[config.mk]
export PLATFORM = sky130hd
export DESIGN_NAME = mem_port_arbiter
export DESIGN_NICKNAME = d
export VERILOG_FILES = /design/src/rtl/mem_port_arbiter.sv
export SDC_FILE = /design/constraint.sdc
export NUM_CORES = 1
export LEC_CHECK = 0
export CAP_MARGIN = 40
export CORE_AREA = 2 2 207 209
export DETAILED_ROUTE_END_ITERATION = 8
export DIE_AREA = 0 0 209 211
export PLACE_DENSITY = 0.52
export SLEW_MARGIN = 20
export SYNTH_ARGS = -nofsm -noshare
export SYNTH_HDL_FRONTEND = slang
export SYNTH_SLANG_ARGS = --single-unit
export TNS_END_PERCENT = 20
[constraint.sdc]
create_clock -name clock -period 16.4 [get_ports clock]
set_input_delay 4.92 -clock clock [delete_from_list [all_inputs] [get_ports clock]]
set_output_delay 4.92 -clock clock [all_outputs]
set_load 0.01 [all_outputs]
[src/rtl/mem_port_arbiter.sv]
// Round-robin arbiter sharing one memory port between instruction fetch (I) and data (D).
// Each access runs grant -> wait for mem_ready (bounded by TIMEOUT) -> one-cycle ack.
module mem_port_arbiter #(
   parameter int ADDR_W  = 64,
   parameter int DATA_W  = 64,
   parameter int TIMEOUT = 15
) (
   input  logic              clock,
   input  logic              reset,
   input  logic              i_req,
   input  logic [ADDR_W-1:0] i_addr,
   output logic              i_ack,
   output logic [DATA_W-1:0] i_rdata,
   input  logic              d_req,
   input  logic              d_we,
   input  logic [1:0]        d_size,
   input  logic [ADDR_W-1:0] d_addr,
   input  logic [DATA_W-1:0] d_wdata,
   output logic              d_ack,
   output logic [DATA_W-1:0] d_rdata,
   output logic              mem_req,
   output logic              mem_we,
   output logic [1:0]        mem_size,
   output logic [ADDR_W-1:0] mem_addr,
   output logic [DATA_W-1:0] mem_wdata,
   input  logic              mem_ready,
   input  logic [DATA_W-1:0] mem_rdata,
   output logic              bus_err,
   output logic              owner
);

   typedef enum logic [1:0] {
      ST_IDLE   = 2'd0,
      ST_ACCESS = 2'd1,
      ST_RESP   = 2'd2
   } state_t;

   localparam logic [7:0] TIMEOUT_C = 8'(TIMEOUT);
   localparam logic [7:0] CNT_MAX   = 8'hFF;
   localparam logic [1:0] I_SIZE    = 2'b10;

   state_t              state_q, state_d;
   logic                owner_q, owner_d;
   logic [7:0]          cnt_q, cnt_d;
   logic                mem_req_q, mem_req_d;
   logic                mem_we_q, mem_we_d;
   logic [1:0]          mem_size_q, mem_size_d;
   logic [ADDR_W-1:0]   mem_addr_q, mem_addr_d;
   logic [DATA_W-1:0]   mem_wdata_q, mem_wdata_d;
   logic                i_ack_q, i_ack_d;
   logic                d_ack_q, d_ack_d;
   logic                bus_err_q, bus_err_d;
   logic [DATA_W-1:0]   i_rdata_q, i_rdata_d;
   logic [DATA_W-1:0]   d_rdata_q, d_rdata_d;
   logic                grant_d_s;
   logic                timeout_s;

   // Arbitration: a lone request wins; on collision the port that is not owner wins.
   always_comb begin
      if (i_req && d_req) begin
         grant_d_s = ~owner_q;
      end else if (d_req) begin
         grant_d_s = 1'b1;
      end else begin
         grant_d_s = 1'b0;
      end
   end

   // Timeout detection once the wait counter has reached its limit.
   always_comb begin
      if (cnt_q >= TIMEOUT_C) begin
         timeout_s = 1'b1;
      end else begin
         timeout_s = 1'b0;
      end
   end

   // Next-state and registered-output computation for the access sequencer.
   always_comb begin
      state_d     = state_q;
      owner_d     = owner_q;
      cnt_d       = cnt_q;
      mem_req_d   = mem_req_q;
      mem_we_d    = mem_we_q;
      mem_size_d  = mem_size_q;
      mem_addr_d  = mem_addr_q;
      mem_wdata_d = mem_wdata_q;
      i_rdata_d   = i_rdata_q;
      d_rdata_d   = d_rdata_q;
      i_ack_d     = 1'b0;
      d_ack_d     = 1'b0;
      bus_err_d   = 1'b0;

      case (state_q)
         ST_IDLE: begin
            if (i_req || d_req) begin
               owner_d   = grant_d_s;
               cnt_d     = 8'd0;
               mem_req_d = 1'b1;
               state_d   = ST_ACCESS;
               if (grant_d_s) begin
                  mem_we_d    = d_we;
                  mem_size_d  = d_size;
                  mem_addr_d  = d_addr;
                  mem_wdata_d = d_wdata;
               end else begin
                  mem_we_d    = 1'b0;
                  mem_size_d  = I_SIZE;
                  mem_addr_d  = i_addr;
                  mem_wdata_d = {DATA_W{1'b0}};
               end
            end else begin
               state_d = ST_IDLE;
            end
         end

         ST_ACCESS: begin
            if (mem_ready) begin
               mem_req_d = 1'b0;
               state_d   = ST_RESP;
               if (owner_q) begin
                  d_rdata_d = mem_rdata;
                  d_ack_d   = 1'b1;
               end else begin
                  i_rdata_d = mem_rdata;
                  i_ack_d   = 1'b1;
               end
            end else if (timeout_s) begin
               // Timed-out access still completes with an ack so the requester never hangs.
               mem_req_d = 1'b0;
               bus_err_d = 1'b1;
               state_d   = ST_RESP;
               if (owner_q) begin
                  d_rdata_d = {DATA_W{1'b0}};
                  d_ack_d   = 1'b1;
               end else begin
                  i_rdata_d = {DATA_W{1'b0}};
                  i_ack_d   = 1'b1;
               end
            end else begin
               if (cnt_q != CNT_MAX) begin
                  cnt_d = cnt_q + 8'd1;
               end else begin
                  cnt_d = cnt_q;
               end
            end
         end

         ST_RESP: begin
            state_d   = ST_IDLE;
            mem_req_d = 1'b0;
         end

         default: begin
            state_d   = ST_IDLE;
            mem_req_d = 1'b0;
         end
      endcase
   end

   // State and output registers; reset clears everything immediately.
   always_ff @(posedge clock or posedge reset) begin
      if (reset) begin
         state_q     <= ST_IDLE;
         owner_q     <= 1'b0;
         cnt_q       <= 8'd0;
         mem_req_q   <= 1'b0;
         mem_we_q    <= 1'b0;
         mem_size_q  <= 2'b00;
         mem_addr_q  <= {ADDR_W{1'b0}};
         mem_wdata_q <= {DATA_W{1'b0}};
         i_rdata_q   <= {DATA_W{1'b0}};
         d_rdata_q   <= {DATA_W{1'b0}};
         i_ack_q     <= 1'b0;
         d_ack_q     <= 1'b0;
         bus_err_q   <= 1'b0;
      end else begin
         state_q     <= state_d;
         owner_q     <= owner_d;
         cnt_q       <= cnt_d;
         mem_req_q   <= mem_req_d;
         mem_we_q    <= mem_we_d;
         mem_size_q  <= mem_size_d;
         mem_addr_q  <= mem_addr_d;
         mem_wdata_q <= mem_wdata_d;
         i_rdata_q   <= i_rdata_d;
         d_rdata_q   <= d_rdata_d;
         i_ack_q     <= i_ack_d;
         d_ack_q     <= d_ack_d;
         bus_err_q   <= bus_err_d;
      end
   end

   assign owner     = owner_q;
   assign mem_req   = mem_req_q;
   assign mem_we    = mem_we_q;
   assign mem_size  = mem_size_q;
   assign mem_addr  = mem_addr_q;
   assign mem_wdata = mem_wdata_q;
   assign i_ack     = i_ack_q;
   assign d_ack     = d_ack_q;
   assign i_rdata   = i_rdata_q;
   assign d_rdata   = d_rdata_q;
   assign bus_err   = bus_err_q;

endmodule

Fig. 1: clock wires, drivers and flops
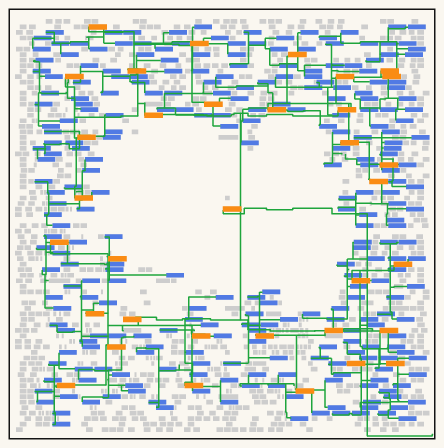
legend:
  green:
    item: clock wires
    length: 4040 um
  orange:
    item: clock drivers
    count: 34
  blue:
    item: flip-flops
    count: 274
routed clock nets: 35

Fig. 2: placement by cell class
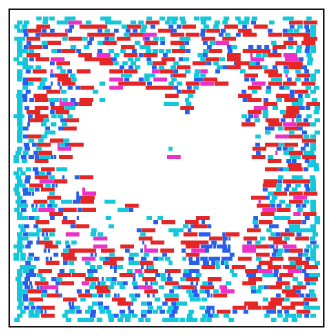
legend:
  red:
    class: flops
    cells: 274
  magenta:
    class: clock drivers and dummy loads
    cells: 59
  blue:
    class: combinational and other logic
    cells: 438
  cyan:
    class: other buffers and delay cells
    cells: 542

Fig. 3: wiring by layer
Two of the layers only.
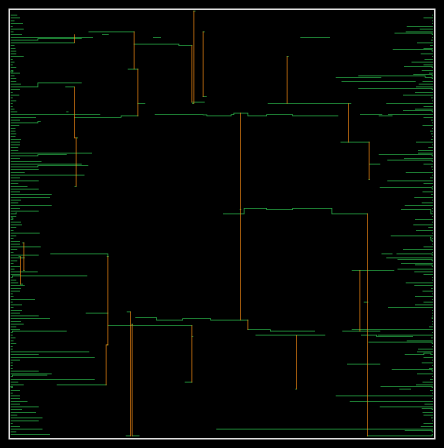
legend:
  green:
    layer: metal 3
    wire_length: 3440 um
  orange:
    layer: metal 4
    wire_length: 770 um

Fig. 4: pin map
Pins as bars across the die edge, other pins in grey.
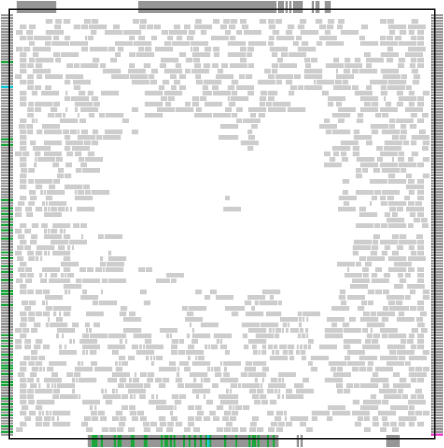
legend:
  magenta:
    port: `clock`
    pins: 1
    direction: input
    edge: east
  cyan:
    port: `mem_size`
    pins: 2
    direction: output
    edge: 1 west, 1 south
  green:
    port: `i_addr`
    pins: 64
    direction: input
    edge: 34 west, 30 south
all pins by edge: 153 east, 153 west, 111 south, 111 north

Fig. 5: track usage over the die
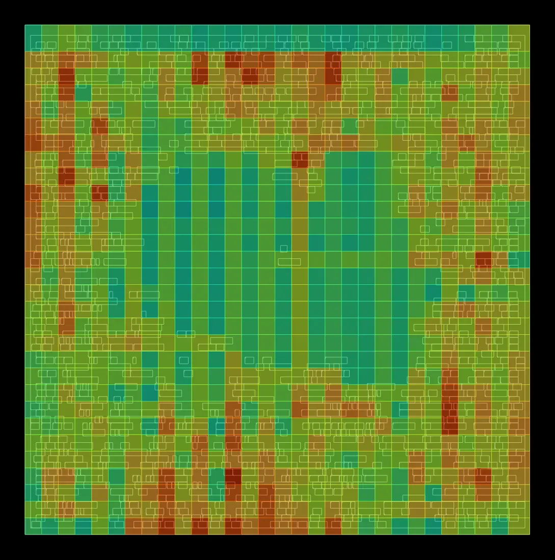
global-route usage over all layers: 0.167
WL/cell: 20.3 um
Final Util: 0.416
met1 Usage GRT: 0.206

==> results.py <==
# Metrics from the implementation run
metrics = {
    "synthesis": {
        "synth-adder-area-share": 0.00119,
        "edf_count": 0,
        "ys_top_cells_by_count": "274 x dfrtp_1, 194 x a22o_1, 68 x nand2_1",
        "ys_types": 33,
        "yosysTopAreaCell": "dfrtp_1",
        "yosysMostFrequentCell": "dfrtp_1",
        "async_flop_share": 1.00,
        "ys_sh_simple": 0.0401,
        "synth_seq_share": 0.655,
        "synth_area_um2": 10500,
        "top_logic_kind": "AND-OR/OR-AND gates",
        "synth_nets": 1041,
        "ys_chip_area_um2": 10500,
        "ys_ff": 274,
        "mux_share": 0.0612,
        "ff_type": "dfrtp_1",
    },
    "place": {
        "place_ws_ns": 8.73,
        "place_hpwl_mm": 27.4,
        "place_area_um2": 16300,
        "port_buffers": 527,
        "numPlacedInstances": 1793,
        "globalplace.congestion": 0.745,
    },
    "power": {
        "pg_seq_mw": 1.15,
        "power.share.combinational": 0.416,
        "pg_clk_mw": 0.737,
        "clockPowerShare": 0.228,
        "fin_total_pwr_mw": 3.24,
        "top_power_group": "combinational cells",
        "p_comb_mw": 1.35,
    },
    "clocking": {
        "htree_levels": 2,
        "cts_resized": 0,
        "numCtsBuffers": 34,
        "cts_tree": "done",
        "cts_hold_buf": 0,
        "cts_setup_buffers": 0,
        "cts_buffer_depth": 3,
        "insertion_delay_ns": 0.53,
        "root_buffer": "clkbuf_16",
    },
    "timing": {
        "slew_viol_final": 0,
        "whs_ns": 0.470,
        "min_period_over_period": 0.434,
        "layout_min_cycle_time_ns": 7.12,
        "worst_pin_slew_ns": 0.846,
        "layout_setup_ws_ns": 9.28,
        "grt_setup_unrepaired": "no",
        "hold_viol": 0,
        "tns_ns": 0,
    },
    "routing": {
        "drtAntennaViolNets": 0,
        "via_count": 8384,
        "routed_wl_mm": 37.7,
        "drtPass1Iterations": 4,
    },
    "setup_path": {
        "rr_endpoint": "mem_addr[19]",
        "timing.rr.start": "state_q[0]",
        "crit_top_cell": "buf_4",
        "critPathKind": "in2reg",
        "critPathTopFamily": "buffers and inverters",
        "path_buffers": 3,
        "path_depth": 5,
        "crit_required_ns": 16.76,
        "slowest_delay_ns": 0.71,
        "critPathCapture": "mem_addr[19]",
        "reg2reg_slack_ns": 13.87,
        "startpoint": "i_req",
    },
    "grt": {
        "grt-ovfl-total": 0,
        "grt_max_degree": 90,
    },
    "floorplan": {
        "initial_core_util": 0.251,
        "chipWidth_um": 209,
        "ios": 528,
        "die_h_um": 211,
        "core_um2": 41800,
        "placementRows": 75,
        "dieArea_um2": 44100,
    },
    "final_layout": {
        "areaGrowthSynthToFinish_pct": 65.8,
        "final_common_cell": "clkdlybuf4s50_1",
        "stdcell_count": 1852,
        "antenna_cells": 0,
        "drive_gt1_frac": 0.0548,
        "nets": 1555,
    },
    "flow_run": {
        "warnings": 26,
        "cap_violations": 0,
    },
    "hold_path": {
        "hold_class": "reg2reg",
        "min_from": "mem_addr[31]",
        "hold_path_depth": 2,
    },
    "run_status": {
        "status": "complete, no violations",
    },
}
-- metal layers --
metal / track usage / wire length (um) / part of all wire / vias to the layer above
li1: - / - / - / 3905
met1: 0.206 / 15400 / 0.41 / 4044
met2: 0.276 / 18000 / 0.48 / 381
met3: 0.0636 / 3440 / 0.091 / 52
met4: 0.0451 / 769 / 0.020 / 2
met5: 0 / 13 / 0.00035 / -
-- sequential cells by signal (all words and copies together) (netlist names), 2 cells and up --
| name | flops |
|---|---|
| d_rdata | 64 |
| cnt_q | 8 |
| state_q | 2 |
| mem_size | 2 |
| i_rdata | 64 |
| mem_wdata | 64 |
| mem_addr | 64 |
-- layout make-up --
type,count,area [um2]
sequential,274,6860
multi-input combinational,430,3220
clock buffer,56,1060
fill,3970,24400
tap,539,674
timing repair buffer,542,5480
clock inverter,3,43.8
inverter,8,37.5
No activity file was given, so power comes from the tool's default toggle rates.
